===== src/rtl/synchronous_fifo_ext.sv =====
`default_nettype none
// ============================================================================
//  Module      : synchronous_fifo_ext
//  Description : Single-clock FIFO with occupancy count, programmable
//                almost-full/almost-empty thresholds, one-cycle overflow and
//                underflow pulses, and selectable standard or
//                first-word-fall-through read mode.
//  Revision    : 1.0 - initial release
// ============================================================================
module synchronous_fifo_ext #(
    parameter int DATA_WIDTH    = 8,
    parameter int DEPTH         = 8,
    parameter int AFULL_THRESH  = DEPTH - 2,
    parameter int AEMPTY_THRESH = 2,
    parameter int FWFT          = 0
) (
    input  logic                       clk,
    input  logic                       rst,
    input  logic                       w_en,
    input  logic                       r_en,
    input  logic [DATA_WIDTH-1:0]      data_in,
    output logic [DATA_WIDTH-1:0]      data_out,
    output logic                       full,
    output logic                       empty,
    output logic                       almost_full,
    output logic                       almost_empty,
    output logic [$clog2(DEPTH):0]     count,
    output logic                       overflow,
    output logic                       underflow
);

    localparam int PW = $clog2(DEPTH);
    localparam int CW = PW + 1;

    localparam logic [CW-1:0] C_DEPTH  = CW'(DEPTH);
    localparam logic [CW-1:0] C_AFULL  = CW'(AFULL_THRESH);
    localparam logic [CW-1:0] C_AEMPTY = CW'(AEMPTY_THRESH);

    logic [DATA_WIDTH-1:0] mem_q [DEPTH];

    logic [PW-1:0] wr_ptr_q, wr_ptr_d;
    logic [PW-1:0] rd_ptr_q, rd_ptr_d;
    logic [CW-1:0] count_q,  count_d;
    logic          ovf_q,    ovf_d;
    logic          udf_q,    udf_d;

    logic rd_acc;
    logic wr_acc;

    // Flags come straight from the registered count, so they are glitch-free.
    assign empty        = (count_q == '0);
    assign full         = (count_q == C_DEPTH);
    assign almost_full  = (count_q >= C_AFULL);
    assign almost_empty = (count_q <= C_AEMPTY);
    assign count        = count_q;
    assign overflow     = ovf_q;
    assign underflow    = udf_q;

    // A read frees a slot in the same cycle, so a full FIFO still takes a
    // write alongside a read; an empty FIFO never passes data straight through.
    assign rd_acc = r_en && !empty;
    assign wr_acc = w_en && (!full || rd_acc);

    // Next-state for pointers, occupancy and error pulses.
    always_comb begin
        wr_ptr_d = wr_ptr_q;
        rd_ptr_d = rd_ptr_q;
        count_d  = count_q;
        ovf_d    = w_en && !wr_acc;
        udf_d    = r_en && !rd_acc;
        if (wr_acc) wr_ptr_d = wr_ptr_q + PW'(1);
        if (rd_acc) rd_ptr_d = rd_ptr_q + PW'(1);
        case ({wr_acc, rd_acc})
            2'b10:   count_d = count_q + CW'(1);
            2'b01:   count_d = count_q - CW'(1);
            default: count_d = count_q;
        endcase
    end

    // Control state register; reset discards all stored entries.
    always_ff @(posedge clk) begin
        if (rst) begin
            wr_ptr_q <= '0;
            rd_ptr_q <= '0;
            count_q  <= '0;
            ovf_q    <= 1'b0;
            udf_q    <= 1'b0;
        end else begin
            wr_ptr_q <= wr_ptr_d;
            rd_ptr_q <= rd_ptr_d;
            count_q  <= count_d;
            ovf_q    <= ovf_d;
            udf_q    <= udf_d;
        end
    end

    // Storage array: not cleared by reset, but writes are blocked on a reset edge.
    always_ff @(posedge clk) begin
        if (!rst && wr_acc) begin
            mem_q[wr_ptr_q] <= data_in;
        end
    end

    generate
        if (FWFT != 0) begin : g_fwft
            // Head word is presented combinationally; zero when nothing is stored.
            assign data_out = empty ? '0 : mem_q[rd_ptr_q];
        end else begin : g_std
            logic [DATA_WIDTH-1:0] dout_q;

            // Registered read port: updates only on an accepted read.
            always_ff @(posedge clk) begin
                if (rst) begin
                    dout_q <= '0;
                end else if (rd_acc) begin
                    dout_q <= mem_q[rd_ptr_q];
                end
            end

            assign data_out = dout_q;
        end
    endgenerate

endmodule
`default_nettype wire


===== config.mk =====
export PLATFORM = sky130hd
export DESIGN_NAME = synchronous_fifo_ext
export DESIGN_NICKNAME = d
export VERILOG_FILES = /design/src/rtl/synchronous_fifo_ext.sv
export SDC_FILE = /design/constraint.sdc
export NUM_CORES = 1
export LEC_CHECK = 0
export CORE_MARGIN = 2
export CORE_UTILIZATION = 55
export DETAILED_ROUTE_END_ITERATION = 10
export GPL_TIMING_DRIVEN = 0
export PLACE_DENSITY_LB_ADDON = 0.08
export SLEW_MARGIN = 20
export SYNTH_ARGS = -nofsm -noshare
export SYNTH_HDL_FRONTEND = slang
export SYNTH_SLANG_ARGS = --single-unit

===== constraint.sdc =====
create_clock -name clk -period 7.8 [get_ports clk]
set_input_delay 0.78 -clock clk [delete_from_list [all_inputs] [get_ports clk]]
set_output_delay 0.78 -clock clk [all_outputs]
set_load 0.01 [all_outputs]

==> results.toml, run 1 <==
# synthesis and place-and-route metrics
[status]
run_status = "completed"

[clocking]
cts_resized = 0
cts_tree = "done"
cts_num_sinks = 84
clockRootBuffer = "clkbuf_8"
clk_latency_ns = 0.34
h-tree-depth = 3
holdBufCountCts = 0
cts_buffers = 9
clkTransAtPathRegs_ns = 0.08
clockBufferDepth = 2
postCtsSetupRepairBufs = 0

[setup_path]
end_kind = "register"
crit_fanout = 10
critPathArrivalTime_ns = 3.45
worst-path-stages = 9
rrSetupSlack_ns = 4.87
cp_slowest_stage_delay_ns = 0.62
setup.worst_path.end = "count[3]"
path_common_cell = "a21oi_1"
cp_cell_sequence = "clkdlybuf4s50_1 > o41a_2 > buf_2 > ha_1 > ha_1 > a21oi_1 > a21oi_1 > or4_1 > a21oi_1"
worstSetupStartpoint = "r_en"
cp_slowest_cell = "clkdlybuf4s50_1"
rr_startpoint = "count[0]"
r2r_cells = 9
path_buffers = 2
start_kind = "input pin"
r2r-end = "count[3]"
required_ns = 8.07
critPathTopFamily = "buffers and inverters"
criticalPathCategory = "input pin to register"

[grt]
grt_pass1_vias = 1862
overflow = 0
antenna_found_initial = 0
grt_start_max_net_pins = 15
grt_pass1_wl_um = 9740

[power_and_ir_drop]
power_per_cell_area_mw_per_mm2 = 297
intPower_mw = 0.826
switchingPower_mw = 0.329
comb_power_share_pct = 26.7
leakage_nw = 1.29
clkPwrFrac_pct = 25.9
finalPower_mw = 1.15
switching_share_pct = 28.5
pwr-share-seq_pct = 47.4
peakVddDrop_mv = 0.141

[floorplan]
ioPinCount = 30
tap-cell-count = 75
dieHeight_um = 81.3
dieArea_mm2 = 0.00661
core_util_floorplan_pct = 56.2
die_w_um = 81.3
coreArea_mm2 = 0.00585

[final_layout]
clk_share_pct = 4.79
inv_count = 4
nClkBuffers = 12
comb_cells = 100
n_fill_cell = 415
fin_nets = 258
layout_top_cells = "64 x edfxtp_1, 29 x clkdlybuf4s50_1, 24 x nor2_1"
final-nonclk-buf-share_pct = 9.03
seqAreaFraction_pct = 59.6
drive_above_1_share_pct = 18.4
comb_area_share_pct = 23.8
seq_area_mm2 = 0.00232
flops = 84
lay_top_count = "edfxtp_1"
multiInputGateArea_um2 = 926
largest_reg_flops = 64
antenna_cells = 0
top_register = "mem_q"
biggestCellCategory = "flip-flops and latches"

[final_timing]
final-setup-viol-count = 0
max_freq_mhz = 315
period_used_pct = 40.8
setup_tns_ns = 0
min_period_ns = 3.18
maxSlewHeadroom_pct = 35.2
max_slew.worst_pin.slew_ns = 0.969
rsz0062_at_grt = "no"
fin_worst_skew_ns = 0.00985
worst_hold_slack_ns = 0.493
slew_viol_final = 0
hold_violations = 0

[synth]
synthAdderAreaFrac_pct = 2.51
ys_sh_xor_pct = 1.60
yosys.area.top_type_share_pct = 58.5
async_flop_share_pct = 0
synth_chip_area_mm2 = 0.00329
edf_count = 64
common_cells = "64 x edfxtp_1, 24 x nor2_1, 20 x dfxtp_1"
avgSynthCellArea_um2 = 16.6
synth_flops = 84
ys_warn_count = 0
synth.largest_area_cell = "edfxtp_1"
yosysUniqueCellTypes = 35
yosys-top-cells-area = "edfxtp_1 58%, dfxtp_1 12%, mux4_2 11%"
syn_nets = 216
ys_cells = 198
synth_cells = 198
ys.flop_type = "edfxtp_1"
top_logic_kind = "multiplexers"
synth-simple-area-share_pct = 7.35
top_cell = "edfxtp_1"
netlist_area_mm2 = 0.00329
mux_area_share_pct = 11.6
compound_area_share_pct = 4.30
synth_seq_share_pct = 70.7

[place]
place_congestion = 0.743
port_buffers = 29
pre_cts_slack_ns = 4.32
dpl_cell_area_mm2 = 0.00371
post-dp-hpwl_um = 4140

[route]
antenna_left = 0
drcViolationCount = 0
firstDrtPassIters = 5
drt-vias-per-instance = 5.86
drtIter0Drc = 151

[hold_path]
worstHoldPathCells = 2
hp-start = "data_out[4]"
hold_path_end = "data_out[4]"
min_path_type = "register to register"

[job]
warnings = 26
drv_cap = 0
## run 1: power groups by stage
stage          combinational, mW  sequential, mW  clock [mW]
2_1_floorplan              0.169           0.566           0
3_3_place_gp               0.296           0.554           0
3_5_place_dp               0.310           0.558           0
4_1_cts                    0.311           0.548       0.304
5_1_grt                    0.339           0.553       0.321
6_report                   0.308           0.548       0.299
## run 1: per-layer routing
metal / global-route usage, % / share of wire, %
met1: 25.4 / 40
met2: 37.8 / 53
met3: 6.33 / 5.0
met4: 7.12 / 2.1
met5: 0 / 0
## run 1: per-stage QoR
stage	instances	util [%]
floorplan	198	-
global placement	302	62.7
detailed placement	304	63.4
CTS	320	66.6
global route	320	66.6
finish	320	66.6
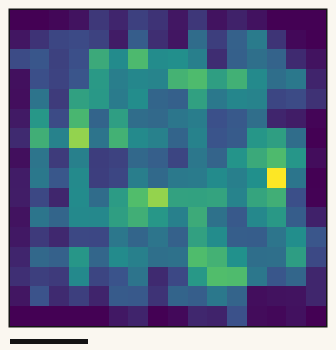
(run_1/wire_density.png)
Bar = 20 um. 16 x 16 tiles, from dark purple (low) to yellow (high), scaled to the fullest tile. Values are wire area over tile area, all layers added.
The densest ninth of the die: centre. The emptiest ninth of the die: south-west. 17% of the tiles are over half the peak. 7.0% of the tiles are nearly empty. The fullest tile reaches 0.49. The mean over all tiles is 0.15.
via count: 1875
routed len/inst: 19.7 um
final wirelength: 6300 um
total track usage: 21.6%

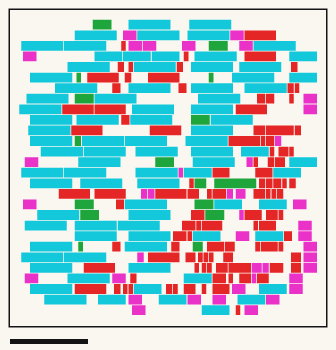
(run_1/cell_classes.png)
Bar = 20 um.
Key: clock drivers and dummy loads = green [cells 16]; all other logic = red [cells 104]; other buffers and delay cells = magenta [cells 41]; flip-flops = cyan [cells 84]
post-route cell area: 0.00389 mm^2
utilization after layout: 66.6%
row cnt: 28

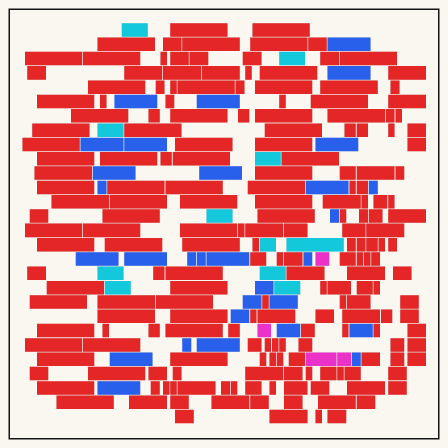
(run_1/drive_strength.png)
Key: drive 2 = blue [cells 30]; drive 3 to 4 = magenta [cells 4]; drive 1 or less = red [cells 200]; drive 6 and up = cyan [cells 11]
worst setup margin: 4.62 ns
P&R area growth vs syn: 18.5%
nonclk buf count: 41

## Run 2: what changed since run 1
--- a/config.mk
+++ b/config.mk
@@ -6,7 +6,7 @@
 export NUM_CORES = 1
 export LEC_CHECK = 0
 export CORE_MARGIN = 2
-export CORE_UTILIZATION = 55
+export CORE_UTILIZATION = 51
 export DETAILED_ROUTE_END_ITERATION = 10
 export GPL_TIMING_DRIVEN = 0
 export PLACE_DENSITY_LB_ADDON = 0.08
==> constraint.sdc (replaced) <==
create_clock -name clk -period 2.9 [get_ports clk]
set_input_delay 0.29 -clock clk [delete_from_list [all_inputs] [get_ports clk]]
set_output_delay 0.29 -clock clk [all_outputs]
set_load 0.01 [all_outputs]
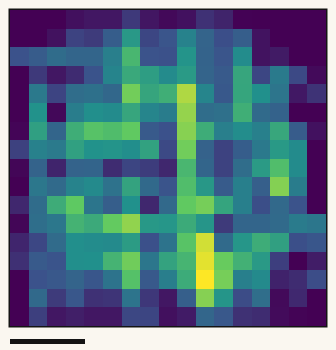
(run_2/wire_density.png)
Bar = 20 um. 17 x 17 tiles, from dark purple (low) to yellow (high), scaled to the fullest tile. Values are wire area over tile area, all layers added.
12% of the tiles are nearly empty. The fullest tile reaches 0.42. 24% of the tiles are over half the peak. The mean over all tiles is 0.14.
final wirelength: 6320 um
total track usage: 19.5%

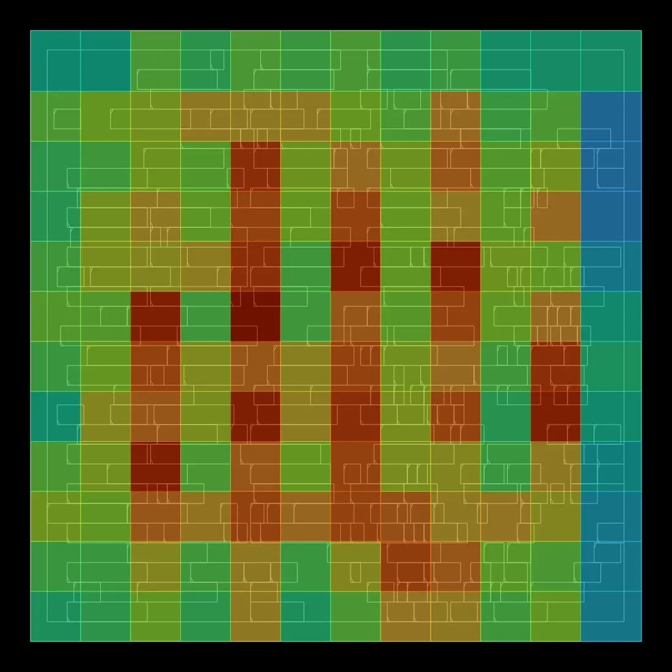
(run_2/final_congestion.png)
utilization after layout: 62.2%
met2 Use GR: 34.0%
met1 usage: 22.9%
busiest grt layer: met2

==> results.toml, run 2 <==
# synthesis and place-and-route metrics
[final_timing]
setup_tns_ns = 0
worst_hold_slack_ns = 0.500
rsz0062_at_grt = "no"
postLayoutSetupSlackWorst_ns = 0.202
fin_worst_skew_ns = 0.0112
period_used_pct = 93.0
final-setup-viol-count = 0
slew_viol_final = 0
hold_violations = 0
maxSlewHeadroom_pct = 35.6
min_period_ns = 2.70
max_freq_mhz = 371
max_slew.worst_pin.slew_ns = 0.962

[clocking]
holdBufCountCts = 0
clkTransAtPathRegs_ns = 0.08
postCtsSetupRepairBufs = 1
cts_resized = 0
clockRootBuffer = "clkbuf_8"
clk_latency_ns = 0.35
cts_num_sinks = 84
clockBufferDepth = 2
cts_buffers = 9
h-tree-depth = 3
cts_tree = "done"

[setup_path]
criticalPathCategory = "register to register"
r2r_cells = 9
required_ns = 3.18
setup.worst_path.end = "count[3]"
cp_cell_sequence = "or4b_1 > buf_2 > o21ai_4 > ha_1 > ha_1 > a21oi_2 > a21oi_1 > or4_1 > a21oi_1"
cp_slowest_cell = "or4b_1"
worst-path-stages = 9
crit_fanout = 9
end_kind = "register"
critPathTopFamily = "simple AND/OR/NAND/NOR gates"
rrSetupSlack_ns = 0.20
r2r-end = "count[3]"
path_buffers = 1
critPathArrivalTime_ns = 2.97
rr_startpoint = "count[1]"
start_kind = "register"
cp_slowest_stage_delay_ns = 0.51
worstSetupStartpoint = "count[1]"

[power_and_ir_drop]
peakVddDrop_mv = 0.428
pwr-share-seq_pct = 48.1
comb_power_share_pct = 26.4
intPower_mw = 2.22
power_per_cell_area_mw_per_mm2 = 789
clkPwrFrac_pct = 25.5
switchingPower_mw = 0.864
finalPower_mw = 3.08
leakage_nw = 1.30
switching_share_pct = 28.1

[place]
dpl.cell_count = 306
pre_cts_slack_ns = -0.0873
dpl_cell_area_mm2 = 0.00371
post-dp-hpwl_um = 4130
place_congestion = 0.731

[final_layout]
multiInputGateArea_um2 = 930
n_fill_cell = 465
top_register = "mem_q"
antenna_cells = 0
syn_to_final_growth_pct = 18.9
drive_above_1_share_pct = 20.0
largest_reg_flops = 64
lay_top_count = "edfxtp_1"
fin_nets = 258
seq_area_mm2 = 0.00232
design_area_mm2 = 0.00391
layout_top_cells = "64 x edfxtp_1, 29 x clkdlybuf4s50_1, 24 x nor2_1"
layout.cells.non_filler = 322

[synth]
synth_chip_area_mm2 = 0.00329
netlist_area_mm2 = 0.00329
top_cell = "edfxtp_1"
edf_count = 64
ys_sh_xor_pct = 1.60
compound_area_share_pct = 4.30
common_cells = "64 x edfxtp_1, 24 x nor2_1, 20 x dfxtp_1"
ys.flop_type = "edfxtp_1"
ys_warn_count = 0
synth-simple-area-share_pct = 7.35
top_logic_kind = "multiplexers"
async_flop_share_pct = 0
ys_cells = 198
synth_flops = 84
syn_nets = 216
mux_area_share_pct = 11.6
synth_seq_share_pct = 70.7
synth_cells = 198
synth.largest_area_cell = "edfxtp_1"
yosys.area.top_type_share_pct = 58.5
yosysUniqueCellTypes = 35
avgSynthCellArea_um2 = 16.6
yosys-top-cells-area = "edfxtp_1 58%, dfxtp_1 12%, mux4_2 11%"
synthAdderAreaFrac_pct = 2.51

[route]
wl_met3_um = 345
top_layer_used = "met4"
drcViolationCount = 0
met2_wirelength_um = 3330
wl_per_cell_um = 19.6
drtIter0Drc = 121
antenna_left = 0
firstDrtPassIters = 4
drt-vias-per-instance = 5.66
drt-met1-wl_um = 2500
vias = 1823

[grt]
grtUsageMet3_pct = 4.23
grt_pass1_wl_um = 9970
grt_start_max_net_pins = 15
antenna_found_initial = 0
overflow = 0
grt_pass1_vias = 1904

[job]
drv_cap = 0
warnings = 26

[status]
run_status = "completed"

[floorplan]
core_util_floorplan_pct = 52.4
dieHeight_um = 84.3
rows = 29
dieArea_mm2 = 0.00710
die_w_um = 84.3
coreArea_mm2 = 0.00628

[hold_path]
hp-start = "data_out[0]"
min_path_type = "register to register"
worstHoldPathCells = 2
hold_path_end = "data_out[0]"
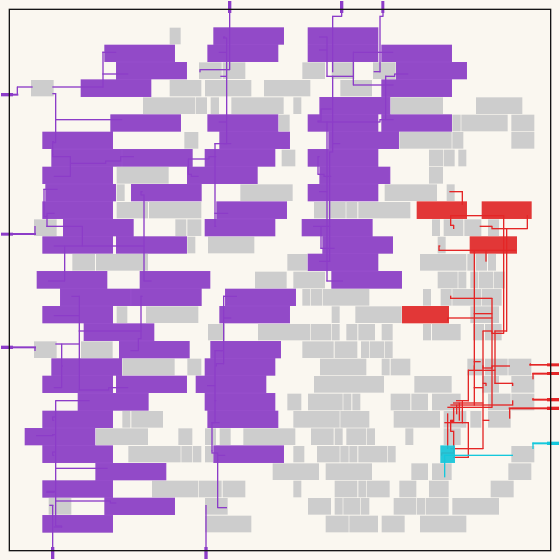
(run_2/port_nets.png)
Key: count = red [bits 4, direction output, edge east, end cells 4, wire 265 um]; empty = cyan [bits 1, direction output, edge east, end cells 1, wire 17.1 um]; data_in = purple [bits 8, direction input, edge 3 west, 3 north, 2 south, end cells 64, wire 516 um]
port bufs: 29
io pins: 30

[run 2: netlist changes by cell type in the layout (fill, tap and decap cells not counted), sizes merged]
| cell | previous run | this run |
|---|---|---|
| clkinv | 1 | 4 |
| clkbuf | 16 | 15 |
| inv | 5 | 4 |
| clkinvlp | 1 | 0 |
[run 2: final cells by class]
cell class / instances / area share, %
well taps: 77 / 2.47
flip-flops and latches: 84 / 59.5
repair buffers: 32 / 7.94
inverters: 4 / 0.384
clock inverters: 5 / 1.38
plain buffers: 9 / 1.18
clock buffers: 11 / 3.36
multi-input cells: 100 / 23.8
[run 2: power by group through the flow]
stage	logic [mW]	clock network, mW	registers, mW
after detailed placement	0.822	0	1.51
after CTS	0.827	0.797	1.48
after global placement	0.801	0	1.49
after floorplan	0.454	0	1.52
final	0.813	0.786	1.48
after global routing	0.895	0.848	1.50
No activity file was given, so power comes from the tool's default toggle rates.
